==> src/rtl/cnn_pkg.sv <==
// cnn_pkg: constants and types shared by the CNN input path
package cnn_pkg;
  localparam int DATA_SIZE = 8;
  localparam logic [DATA_SIZE-1:0] SYNC_BYTE = 8'hA5;
  typedef enum logic [1:0] {IDLE, DATA, CHECK} loader_state_t;
endpackage

==> src/rtl/frame_timer.sv <==
// frame_timer: idle-cycle counter; o_tc flags the idle cycle that brings the count to TIMEOUT (0 disables)
module frame_timer #(
  parameter int TIMEOUT = 1000
) (
  input  logic i_clk,
  input  logic i_reset,
  input  logic i_clr,
  input  logic i_en,
  output logic o_tc
);
  localparam int TW = TIMEOUT > 1 ? $clog2(TIMEOUT + 1) : 1;
  logic [TW-1:0] r_cnt;
  always_ff @(posedge i_clk or posedge i_reset)
    if (i_reset) r_cnt <= '0;
    else r_cnt <= i_clr ? '0 : i_en ? r_cnt + 1'b1 : r_cnt;
  assign o_tc = TIMEOUT != 0 && i_en && int'(r_cnt) == TIMEOUT - 1;
endmodule

==> src/rtl/img_frame_loader.sv <==
// img_frame_loader: checks a framed byte stream (sync, pixels, xor checksum), writes pixels
// into the idle bank of a double-buffered input memory and swaps banks on a good frame
module img_frame_loader
  import cnn_pkg::*;
#(
  parameter int IN_CHANNELS = 1,
  parameter int IN_SIZE = 28,
  parameter int DATA_W = DATA_SIZE,
  parameter logic [DATA_W-1:0] SYNC = SYNC_BYTE,
  parameter int TIMEOUT = 1000,
  localparam int DEPTH = IN_CHANNELS * IN_SIZE * IN_SIZE,
  localparam int AW = DEPTH > 1 ? $clog2(DEPTH) : 1
) (
  input  logic              i_clk,
  input  logic              i_reset,
  input  logic [DATA_W-1:0] i_in_data,
  input  logic              i_in_valid,
  output logic              o_in_ready,
  input  logic              i_hold,
  output logic              o_wr_en,
  output logic              o_wr_bank,
  output logic [AW-1:0]     o_wr_addr,
  output logic [DATA_W-1:0] o_wr_data,
  output logic              o_rd_bank,
  output logic              o_frame_done,
  output logic              o_frame_err,
  output logic              o_busy
);
  loader_state_t r_state, w_next;
  logic r_ready, r_wr_en, r_rd_bank, r_done, r_err;
  logic [AW-1:0] r_cnt, r_wr_addr;
  logic [DATA_W-1:0] r_chk, r_wr_data;
  logic w_acc, w_wr, w_tc, w_done, w_err;
  assign w_acc = i_in_valid & r_ready;
  assign w_wr = w_acc && r_state == DATA;
  frame_timer #(.TIMEOUT(TIMEOUT)) u_timer (
    .i_clk  (i_clk),
    .i_reset(i_reset),
    .i_clr  (r_state == IDLE || w_acc),
    .i_en   (r_state != IDLE && !w_acc),
    .o_tc   (w_tc)
  );
  always_comb begin
    w_next = r_state;
    w_done = 1'b0;
    w_err = 1'b0;
    case (r_state)
      IDLE: w_next = w_acc && i_in_data == SYNC ? DATA : IDLE;
      DATA: begin
        w_next = w_wr && r_cnt == AW'(DEPTH - 1) ? CHECK : w_tc ? IDLE : DATA;
        w_err = w_tc;
      end
      CHECK: begin
        w_next = w_acc || w_tc ? IDLE : CHECK;
        w_done = w_acc && i_in_data == r_chk;
        w_err = w_acc ? i_in_data != r_chk : w_tc;
      end
      default: w_next = IDLE;
    endcase
  end
  // count and checksum are cleared while idle, so they start at zero with every sync byte
  always_ff @(posedge i_clk or posedge i_reset)
    if (i_reset) begin
      r_state <= IDLE;
      r_ready <= 1'b0;
      r_wr_en <= 1'b0;
      r_wr_addr <= '0;
      r_wr_data <= '0;
      r_cnt <= '0;
      r_chk <= '0;
      r_rd_bank <= 1'b0;
      r_done <= 1'b0;
      r_err <= 1'b0;
    end else begin
      r_state <= w_next;
      r_ready <= !(w_next == IDLE && i_hold);
      r_wr_en <= w_wr;
      r_wr_addr <= w_wr ? r_cnt : r_wr_addr;
      r_wr_data <= w_wr ? i_in_data : r_wr_data;
      r_cnt <= r_state == IDLE ? '0 : w_wr ? r_cnt + 1'b1 : r_cnt;
      r_chk <= r_state == IDLE ? '0 : w_wr ? r_chk ^ i_in_data : r_chk;
      r_rd_bank <= r_rd_bank ^ w_done;
      r_done <= w_done;
      r_err <= w_err;
    end
  assign o_in_ready = r_ready;
  assign o_wr_en = r_wr_en;
  assign o_wr_bank = ~r_rd_bank;
  assign o_wr_addr = r_wr_addr;
  assign o_wr_data = r_wr_data;
  assign o_rd_bank = r_rd_bank;
  assign o_frame_done = r_done;
  assign o_frame_err = r_err;
  assign o_busy = r_state != IDLE;
endmodule
==> config.mk <==
export PLATFORM = sky130hd
export DESIGN_NAME = img_frame_loader
export DESIGN_NICKNAME = d
export VERILOG_FILES = /design/src/rtl/cnn_pkg.sv /design/src/rtl/frame_timer.sv /design/src/rtl/img_frame_loader.sv
export SDC_FILE = /design/constraint.sdc
export NUM_CORES = 1
export LEC_CHECK = 0
export ABC_AREA = 1
export CAP_MARGIN = 10
export CORE_ASPECT_RATIO = 0.8
export CORE_UTILIZATION = 52
export DETAILED_ROUTE_END_ITERATION = 12
export GPL_TIMING_DRIVEN = 0
export PLACE_DENSITY = 0.77
export REMOVE_ABC_BUFFERS = 1
export SLEW_MARGIN = 20
export SYNTH_ARGS = -nofsm -noshare
export SYNTH_HDL_FRONTEND = slang
export SYNTH_SLANG_ARGS = --single-unit
==> constraint.sdc <==
create_clock -name i_clk -period 2.3 [get_ports i_clk]
set_clock_uncertainty 0.05 [all_clocks]
set_input_delay 0.46 -clock i_clk [delete_from_list [all_inputs] [get_ports i_clk]]
set_output_delay 0.46 -clock i_clk [all_outputs]
set_load 0.05 [all_outputs]
clock_map.png
Drawn at 8 px/µm.
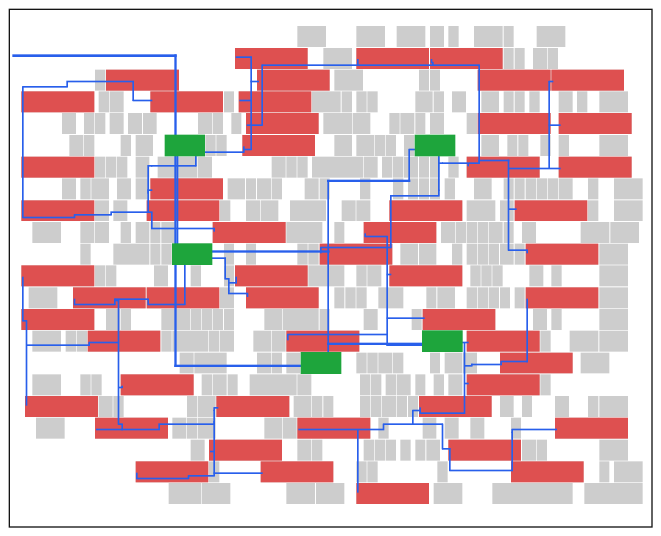
legend:
  red:
    item: flip-flops
    count: 53
  blue:
    item: clock wires
    length: 645 µm
  green:
    item: cells driving clock nets
    count: 5
flops lie: spread over the die
routed clock nets: 6

final_congestion.png
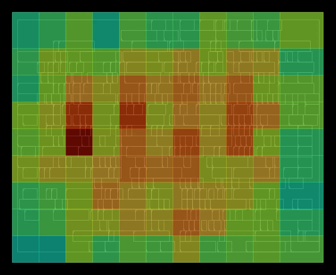
gr usage total: 22.1%
Routed WL per cell: 12.1 µm
GR peak layer: met2
final core occ: 66.4%

density.png
Drawn at 3 px/µm. 8 x 6 tiles, from white (low) to dark blue (high), 0 to 100% covered.
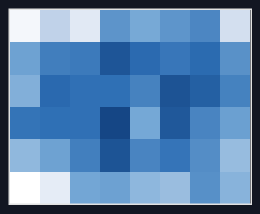
tiles over 75% full: 19%
mean over tiles: 58%
nearly empty tiles: 2.1%
fullest tile: 91%

pdn.png
Drawn at 6 px/µm. Pins as bars on the die edge.
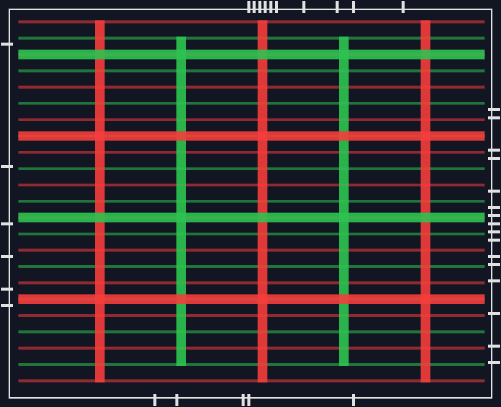
legend:
  red:
    net: VSS
  green:
    net: VDD
met1 rails: 23
signal pins: 37
met5 straps: 4
met4 straps: 5
rows: 22

metal_stack.png
Drawn at 8 px/µm. Two of the layers only.
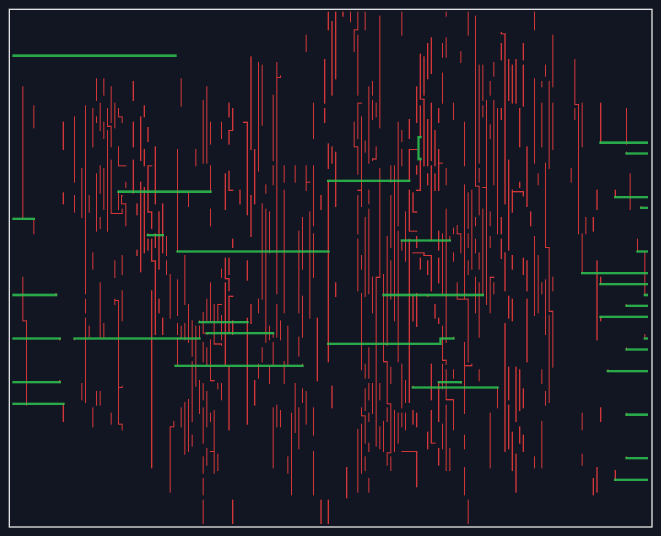
legend:
  green:
    layer: met3
    wire_length: 238 µm
  red:
    layer: met2
    wire_length: 2160 µm

==> flow_summary.toml <==
# implementation run metrics
[logic_synthesis]
synthFlopType = "dfrtp_1"
synth_area_um2 = 2540
avgSynthCellArea_um2 = 8.12
ys_sh_simple_pct = 27.1
ys_types = 23
synthTopCellsByArea = "dfrtp_1, nand2_1, inv_1"
ys_sh_xor_pct = 0.345

[routing]
met2_length_mm = 2.16
vias = 2128
drt-pass1-iter-count = 4
m1WireLength_mm = 2.55
drc = 0
postRouteAntennaNets = 0

[final_layout]
fillers = 394
largest_cell_class = "registers"
num_antenna_cells = 0
clkbuf_count = 7
inv_count = 48

[clock_network]
post_cts_resized = 4
cts_tree = "yes"
worst_skew_pair.late_latency_ns = 0.30

[power]
ir_drop_v = 0.000352
switching_share_pct = 27.1
seq-power_uw = 971
clkPwrFrac_pct = 30.2

[critical_path]
critical_path.startpoint = "r_state[0]$_DFF_PP0_"
rr_startpoint = "r_state[1]$_DFF_PP0_"
reg2reg_slack_ns = 0.28
worstPathMaxFanout = 16

[global_routing]
use_met2_pct = 35.0
use_met1_pct = 29.6
grt.overflow.total = 0

[die]
die_w_um = 80.2

[outcome]
status = "complete, no violations"

[place]
pre_cts_ws_ns = -0.342
post_dp_cell_area_um2 = 2990
